### config.mk
export PLATFORM = sky130hd
export DESIGN_NAME = move_scheduler_flat
export DESIGN_NICKNAME = d
export VERILOG_FILES = /design/src/rtl/move_scheduler_if.sv /design/src/rtl/move_scheduler.sv /design/src/flat_wrapper.sv
export SDC_FILE = /design/constraint.sdc
export NUM_CORES = 1
export LEC_CHECK = 0
export CAP_MARGIN = 10
export CORE_MARGIN = 2
export CORE_UTILIZATION = 27
export DETAILED_ROUTE_END_ITERATION = 10
export PLACE_DENSITY = 0.4
export RECOVER_POWER = 100
export SYNTH_ARGS = -nofsm -noshare
export SYNTH_HDL_FRONTEND = slang
export SYNTH_SLANG_ARGS = --single-unit
export TNS_END_PERCENT = 20
### constraint.sdc
create_clock -name clk -period 10.7 [get_ports clk]
set_input_delay 2.14 -clock clk [delete_from_list [all_inputs] [get_ports clk]]
set_output_delay 2.14 -clock clk [all_outputs]
set_load 0.01 [all_outputs]
### src/rtl/move_scheduler_if.sv
// Control/status bundle between the keypad/game-control side and the move scheduler.
// master drives requests and control strobes; slave (the scheduler) returns tick and status.
interface move_scheduler_if;
  logic [1:0] dir_req;
  logic       dir_req_valid;
  logic       start;
  logic       pause_toggle;
  logic       game_over;
  logic [1:0] speed;
  logic       move_tick;
  logic [1:0] move_dir;
  logic [1:0] queue_count;
  logic       dropped;
  logic [1:0] state_o;

  modport master (
    output dir_req, dir_req_valid, start, pause_toggle, game_over, speed,
    input  move_tick, move_dir, queue_count, dropped, state_o
  );

  modport slave (
    input  dir_req, dir_req_valid, start, pause_toggle, game_over, speed,
    output move_tick, move_dir, queue_count, dropped, state_o
  );
endinterface

### src/rtl/move_scheduler.sv
// Game-tick controller: periodic move strobe at a latched speed, a two-deep turn queue
// with reverse/full filtering, and the IDLE/RUN/PAUSE/HALT game state machine.
module move_scheduler #(
  parameter int unsigned TICK_BASE = 2500000,
  parameter int unsigned TICK_STEP = 500000,
  parameter int unsigned CNT_W     = 22
) (
  input  logic                clk,
  input  logic                rstn,
  move_scheduler_if.slave     bus
);

  localparam logic [CNT_W-1:0] LAST_S0 = CNT_W'(TICK_BASE - 1);
  localparam logic [CNT_W-1:0] LAST_S1 = CNT_W'(TICK_BASE - TICK_STEP - 1);
  localparam logic [CNT_W-1:0] LAST_S2 = CNT_W'(TICK_BASE - 2 * TICK_STEP - 1);
  localparam logic [CNT_W-1:0] LAST_S3 = CNT_W'(TICK_BASE - 3 * TICK_STEP - 1);

  typedef enum logic [1:0] {
    ST_IDLE  = 2'b00,
    ST_RUN   = 2'b01,
    ST_PAUSE = 2'b10,
    ST_HALT  = 2'b11
  } state_t;

  state_t           r_state, w_state_n;
  logic [CNT_W-1:0] r_cnt,   w_cnt_n;
  logic [1:0]       r_spd,   w_spd_n;
  logic [1:0]       r_dir,   w_dir_n;
  logic [1:0]       r_q0,    w_q0_n;
  logic [1:0]       r_q1,    w_q1_n;
  logic [1:0]       r_count, w_count_n;
  logic             r_tick,  w_tick_n;
  logic             r_drop,  w_drop_n;
  logic [CNT_W-1:0] w_last;
  logic [1:0]       w_ref;

  // Last counter value of the current period, from the speed latched at the previous tick
  always_comb begin
    case (r_spd)
      2'd0:    w_last = LAST_S0;
      2'd1:    w_last = LAST_S1;
      2'd2:    w_last = LAST_S2;
      default: w_last = LAST_S3;
    endcase
  end

  always_ff @(posedge clk or negedge rstn) begin
    if (!rstn) begin
      r_state <= ST_IDLE;
      r_cnt   <= '0;
      r_spd   <= 2'd0;
      r_dir   <= 2'd0;
      r_q0    <= 2'd0;
      r_q1    <= 2'd0;
      r_count <= 2'd0;
      r_tick  <= 1'b0;
      r_drop  <= 1'b0;
    end else begin
      r_state <= w_state_n;
      r_cnt   <= w_cnt_n;
      r_spd   <= w_spd_n;
      r_dir   <= w_dir_n;
      r_q0    <= w_q0_n;
      r_q1    <= w_q1_n;
      r_count <= w_count_n;
      r_tick  <= w_tick_n;
      r_drop  <= w_drop_n;
    end
  end

  // Control strobes take the whole cycle; only a plain RUN cycle counts, pops and accepts turns
  always_comb begin
    w_state_n = r_state;
    w_cnt_n   = r_cnt;
    w_spd_n   = r_spd;
    w_dir_n   = r_dir;
    w_q0_n    = r_q0;
    w_q1_n    = r_q1;
    w_count_n = r_count;
    w_tick_n  = 1'b0;
    w_drop_n  = 1'b0;
    w_ref     = r_dir;

    if (bus.game_over) begin
      w_state_n = ST_HALT;
    end else if (bus.start && (r_state == ST_IDLE || r_state == ST_HALT)) begin
      w_state_n = ST_RUN;
      w_cnt_n   = '0;
      w_spd_n   = bus.speed;
      w_dir_n   = 2'd0;
      w_q0_n    = 2'd0;
      w_q1_n    = 2'd0;
      w_count_n = 2'd0;
    end else if (bus.pause_toggle && r_state == ST_RUN) begin
      w_state_n = ST_PAUSE;
    end else if (bus.pause_toggle && r_state == ST_PAUSE) begin
      w_state_n = ST_RUN;
    end else if (r_state == ST_RUN) begin
      if (r_cnt == w_last) begin
        w_cnt_n  = '0;
        w_tick_n = 1'b1;
        w_spd_n  = bus.speed;
        if (r_count != 2'd0) begin
          w_dir_n   = r_q0;
          w_q0_n    = r_q1;
          w_count_n = r_count - 2'd1;
        end
      end else begin
        w_cnt_n = r_cnt + CNT_W'(1);
      end

      // Turns are filtered against the newest pending direction after this cycle's pop
      if (w_count_n == 2'd0)      w_ref = w_dir_n;
      else if (w_count_n == 2'd1) w_ref = w_q0_n;
      else                        w_ref = w_q1_n;

      if (bus.dir_req_valid && bus.dir_req != w_ref) begin
        if (bus.dir_req == (w_ref ^ 2'b10) || w_count_n == 2'd2) begin
          w_drop_n = 1'b1;
        end else begin
          if (w_count_n == 2'd0) w_q0_n = bus.dir_req;
          else                   w_q1_n = bus.dir_req;
          w_count_n = w_count_n + 2'd1;
        end
      end
    end
  end

  assign bus.move_tick   = r_tick;
  assign bus.move_dir    = r_dir;
  assign bus.queue_count = r_count;
  assign bus.dropped     = r_drop;
  assign bus.state_o     = r_state;

endmodule

### src/flat_wrapper.sv
// flat-port wrapper written by rule: the top's interface ports become plain ports
module move_scheduler_flat 
#(
  parameter int unsigned TICK_BASE = 2500000,
  parameter int unsigned TICK_STEP = 500000,
  parameter int unsigned CNT_W     = 22
)
  (clk, rstn, bus_dir_req, bus_dir_req_valid, bus_start, bus_pause_toggle, bus_game_over, bus_speed, bus_move_tick, bus_move_dir, bus_queue_count, bus_dropped, bus_state_o);
  move_scheduler_if bus_i ();
  input  logic clk;
  input  logic rstn;
  input wire logic [$bits(bus_i.dir_req)-1:0] bus_dir_req;
  input wire logic [$bits(bus_i.dir_req_valid)-1:0] bus_dir_req_valid;
  input wire logic [$bits(bus_i.start)-1:0] bus_start;
  input wire logic [$bits(bus_i.pause_toggle)-1:0] bus_pause_toggle;
  input wire logic [$bits(bus_i.game_over)-1:0] bus_game_over;
  input wire logic [$bits(bus_i.speed)-1:0] bus_speed;
  output wire logic [$bits(bus_i.move_tick)-1:0] bus_move_tick;
  output wire logic [$bits(bus_i.move_dir)-1:0] bus_move_dir;
  output wire logic [$bits(bus_i.queue_count)-1:0] bus_queue_count;
  output wire logic [$bits(bus_i.dropped)-1:0] bus_dropped;
  output wire logic [$bits(bus_i.state_o)-1:0] bus_state_o;
  assign bus_i.dir_req = bus_dir_req;
  assign bus_i.dir_req_valid = bus_dir_req_valid;
  assign bus_i.start = bus_start;
  assign bus_i.pause_toggle = bus_pause_toggle;
  assign bus_i.game_over = bus_game_over;
  assign bus_i.speed = bus_speed;
  assign bus_move_tick = bus_i.move_tick;
  assign bus_move_dir = bus_i.move_dir;
  assign bus_queue_count = bus_i.queue_count;
  assign bus_dropped = bus_i.dropped;
  assign bus_state_o = bus_i.state_o;
  move_scheduler #(.TICK_BASE(TICK_BASE), .TICK_STEP(TICK_STEP), .CNT_W(CNT_W)) u_core (.clk(clk), .rstn(rstn), .bus(bus_i));
endmodule
Run 1, M1 wires:
Drawn at 4 px/um. Supply wires on this layer in grey.
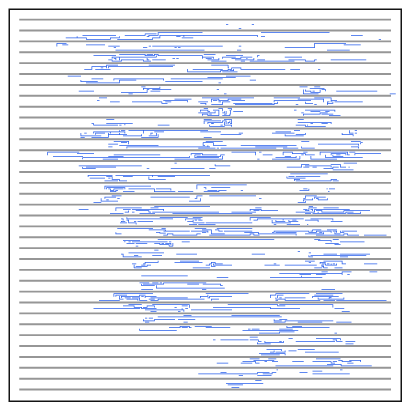
wire length on this layer	2830 um
nets with wire on the layer	268
share of all routed wire	47%
longest straight run	30.8 um
main direction	horizontal
Global Route met1 Usage: 17.0%
DR vias: 1966
total wire length: 6080 um

Run 1, metal 2:
Drawn at 3 px/um. Cells faint in the background.
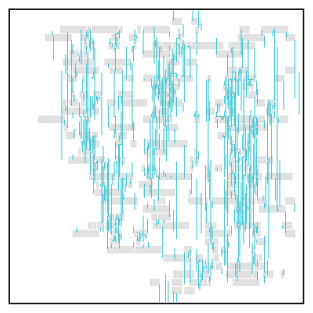
longest straight run	54.2 um
main direction	vertical
share of all routed wire	48%
met2 Use GR: 23.2%

==> run_results.csv, run 1 <==
group,metric,value,unit
routing,wl_met1,2830,um
synthesis,top_cell,"nand2_1",
pwr,p_seq,0.000147,W
final_timing,drv_slew,37,
setup_path,cp-start-kind,"flip-flop",
outcome,violations,"capacitance limit, slew limit",
outcome,status,"complete, but fails checks",
setup_path,critPathKind,"flip-flop to flip-flop",
synthesis,aoi_share,19.8,%
final_timing,worst_pin_slew,2.14,ns
final_layout,sequential_cell_total,36,
routing,top_layer,"met4",
synthesis,ys_warn_count,0,
job,warnings,32,
floorplanning,fp_util,27.5,%
final_layout,clkbuf_count,6,
job,cap_violations,1,
final_layout,inv_count,7,
cts,clk_pin_slew,0.08,ns
worst_hold_path,hold_class,"flip-flop to flip-flop",
final_timing,rsz0062_at_grt,"false",
worst_hold_path,hold_end,"u_core.r_cnt[0]",
Run 1, met3 routing:
Drawn at 4 px/um.
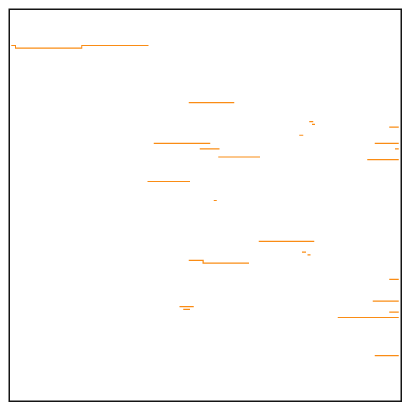
nets with wire on the layer	19
main direction	horizontal
met3 usage: 2.52%

[run 1: sequential cells by signal (all words and copies together), names as in the netlist]
register,flops
u_core.bus.state_o,2
u_core.r_q1,2
u_core.bus.move_dir,2
u_core.r_q0,2
u_core.bus.move_tick,1
u_core.r_cnt,22
u_core.r_spd,2
u_core.bus.queue_count,2
u_core.bus.dropped,1
[run 1: critical path, stage by stage, from the launching register on]
cell,delay [ns]
dfrtp_1,0.41
inv_1,0.09
ha_1,0.32
or3_1,0.40
a22oi_1,0.36
nand4_1,0.36
o21ai_0,0.54
ha_1,0.51
a21o_1,0.14
a311oi_1,0.08
nor4_1,0.80
o21ai_0,0.32
mux2i_1,0.18
## Run 2: what changed since run 1
--- a/config.mk
+++ b/config.mk
@@ -9,7 +9,7 @@
 export CORE_MARGIN = 2
 export CORE_UTILIZATION = 27
 export DETAILED_ROUTE_END_ITERATION = 10
-export PLACE_DENSITY = 0.4
+export PLACE_DENSITY = 0.42
 export RECOVER_POWER = 100
 export SYNTH_ARGS = -nofsm -noshare
 export SYNTH_HDL_FRONTEND = slang
==> constraint.sdc (replaced) <==
create_clock -name clk -period 4 [get_ports clk]
set_input_delay 0.8 -clock clk [delete_from_list [all_inputs] [get_ports clk]]
set_output_delay 0.8 -clock clk [all_outputs]
set_load 0.01 [all_outputs]
==> run 2 against run 1 <==
  * The flow still finishes with violations (capacitance limit, slew limit)
  * Largest power group unchanged
  * Wire length grew 1.8%
  * Clock skew fell by 0.0037 ns
  * Worst hold slack better by 0.012 ns
  * Setup slack lost 5.9 ns
  * Core utilization up 0.93 points
  * Register-to-register slack lost 5.9 ns
  * Die area stayed put
  * Area after synthesis did not move
  * Synthesized cell count did not move
  * Clock power is 130% higher
==> run_results.csv, run 2 <==
group,metric,value,unit
worst_hold_path,hold_end,"u_core.bus.move_dir[0]",
outcome,violations,"capacitance limit, slew limit",
pwr,p_seq_share,43.9,%
job,cap_violations,1,
final_layout,top_register,"u_core.r_cnt",
setup_path,critPathBufInv,1,
setup_path,cp_cell_sequence,"inv_1, ha_1, or3_1, a22oi_2, and4_1, mux2_2, ha_1, nor2b_1, a32o_1, a211oi_1, o211ai_1, xnor2_1, a311oi_2",
setup_path,crit_top_cell,"ha_1",
setup_path,crit_slowest_cell,"dfrtp_1",
global_routing,grt_first_pass_wirelength,10600,um
pwr,power_clock,0.000269,W
pwr,p_seq,0.000395,W
routing,drtAntennaViolNets,0,
worst_hold_path,hold_class,"flip-flop to flip-flop",
synthesis,syn_nets,279,
global_routing,grt_util_met3,2.81,%
synthesis,top_cell,"nand2_1",
synthesis,aoi_share,19.8,%
synthesis,ys_warn_count,0,
setup_path,critPathKind,"flip-flop to flip-flop",
global_routing,grt_pass1_vias,2060,
synthesis,numSynthFlops,36,
final_timing,worst_pin_slew,2.08,ns
placement,numPortBuffers,17,
global_routing,grt_usage,13.8,%
final_timing,rsz0062_at_grt,"false",
synthesis,synthFlopType,"dfrtp_1",
routing,wl_met1,2980,um
cts,cts_sinks,36,
floorplanning,fp_util,27.5,%
global_routing,grt_use_met2,22.4,%
final_timing,layout_setup_ws,0.198,ns
setup_path,cp-start-kind,"flip-flop",
setup_path,crit_family,"AND-OR/OR-AND gates",
synthesis,synth.area.mux_share,2.22,%
routing,drt-vias-per-instance,5.11,
cts,clk_pin_slew,0.08,ns
final_timing,fin_crit_sh,95.1,%
routing,top_layer,"met4",
final_layout,largest_register_ff_count,22,
outcome,status,"complete, but fails checks",
final_layout,utilization,32.5,%
final_timing,drv_slew,37,
job,warnings,32,
setup_path,critPathMaxStageDelay,0.42,ns
placement,gp_congestion,0.841,
## run 2: worst max-delay path by stage
stage	cells after the start	end	slack, ns
finish	13	u_core.bus.dropped	0.20
detailed placement	14	u_core.bus.dropped	0.05
floorplan	13	u_core.bus.queue_count[1]	0.24
CTS	14	u_core.bus.dropped	0.01
global route	13	u_core.r_q1[0]	0.006
global placement	14	u_core.bus.dropped	0.12
## run 2: repair_timing
item	in CTS	in global routing
resized	0	4
setup buffers	0	1
hold endpoints to repair	0	0
endpoints found under the setup margin	0	7
## run 2: final cells by class
type                    count  area, um2  share of cell area [%]
clock inverters             3       18.8                   0.672
inverters                   7       26.3                   0.941
well taps                 108        135                    4.84
multi-input cells         208       1420                    50.7
clock buffers               5       68.8                    2.47
flip-flops and latches     36        901                    32.3
repair buffers             27        225                    8.07
Run 2, M1 wires:
Drawn at 4 px/um. Supply wires on this layer in grey.
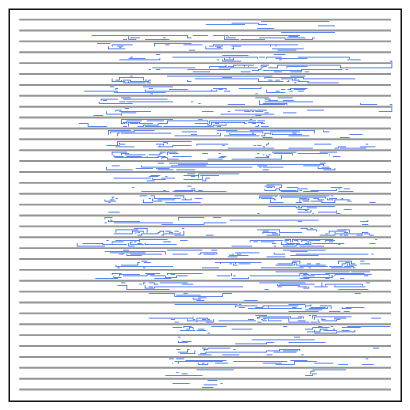
longest straight run	36.3 um
share of all routed wire	48%
nets with wire on the layer	275
main direction	horizontal
wire length on this layer	2980 um
DR vias: 2012
Global Route met1 Usage: 18.2%
total wire length: 6200 um

## Run 3: what changed since run 2
--- a/config.mk
+++ b/config.mk
@@ -6,6 +6,7 @@
 export NUM_CORES = 1
 export LEC_CHECK = 0
 export CAP_MARGIN = 10
+export CORE_ASPECT_RATIO = 0.7
 export CORE_MARGIN = 2
 export CORE_UTILIZATION = 27
 export DETAILED_ROUTE_END_ITERATION = 10
==> run 3 against run 2 <==
  * The run still ends with capacitance limit, slew limit left
  * Flip-flop count unchanged
  * Combinational power shrank 7%
  * Area after synthesis did not move
  * Core utilization increased by 1.2 points
  * Global-route usage increased by 0.30 points
  * Largest power group unchanged
  * Count of clock-buffer cells in the layout is 3 higher
  * Critical endpoint is now u_core.r_q1[1]
  * Via count is 2.0% lower
  * Clock power increased by 47%
  * Final cell count up 2.8%
  * Clock skew shrank 0.0025 ns
  * Sequential share of layout area shrank 0.72 points
  * Register-to-register slack better by 0.10 ns
==> run_results.csv, run 3 <==
group,metric,value,unit
outcome,violations,"capacitance limit, slew limit",
final_timing,rsz0062_at_grt,"false",
global_routing,grtUsageMet1,22.2,%
synthesis,syn_nets,279,
final_layout,top_register,"u_core.r_cnt",
setup_path,cp_num_cells,13,
global_routing,grt_first_pass_wirelength,10200,um
final_layout,utilization,33.7,%
cts,post_cts_buffers,0,
global_routing,grt_usage,14.1,%
job,warnings,32,
job,cap_violations,1,
outcome,status,"complete, but fails checks",
synthesis,synth.area.mux_share,2.22,%
routing,routed_wl,6090,um
routing,wl_met1,3500,um
synthesis,numSynthFlops,36,
setup_path,crit_end,"u_core.r_q1[1]",
placement,numPortBuffers,17,
global_routing,grt_use_met2,18.9,%
final_timing,worst_pin_slew,2.00,ns
global_routing,grt_util_met3,2.85,%
cts,cts_sinks,36,
final_timing,drv_slew,37,
synthesis,synthFlopType,"dfrtp_1",
routing,top_layer,"met4",
setup_path,crit_slowest_cell,"dfrtp_1",
setup_path,cp_cell_sequence,"inv_1, ha_1, or3_1, a22oi_2, and4_1, mux2_2, inv_1, ha_4, buf_4, nor4b_4, o311a_1, o21ai_1, mux2i_1",
synthesis,top_cell,"nand2_1",
run 3: final cells by class:
type | count | area, um2 | area share, %
Clock buffer | 8 | 146 | 5.13
Inverter | 7 | 26.3 | 0.920
Multi-Input combinational cell | 208 | 1410 | 49.4
Sequential cell | 36 | 901 | 31.6
Tap cell | 120 | 150 | 5.26
Timing Repair Buffer | 26 | 220 | 7.71
run 3: report_power, final:
part           switching (W)  internal [W]  total [W]
logic               0.000128     0.0000908   0.000219
clock network       0.000147      0.000249   0.000395
registers          0.0000170      0.000379   0.000396
run 3: what timing repair did:
item | in CTS | in global routing
hold buffers | 0 | 0
resized | 0 | 5
endpoints found under the setup margin | 0 | 7
Run 3, met3 routing:
Drawn at 3 px/um.
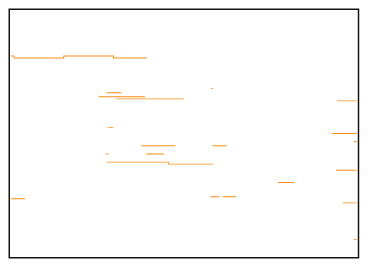
main direction	horizontal
wire length on this layer	191 um
longest straight run	22.1 um
nets with wire on the layer	16

Power is estimated from default activity; no workload was simulated.
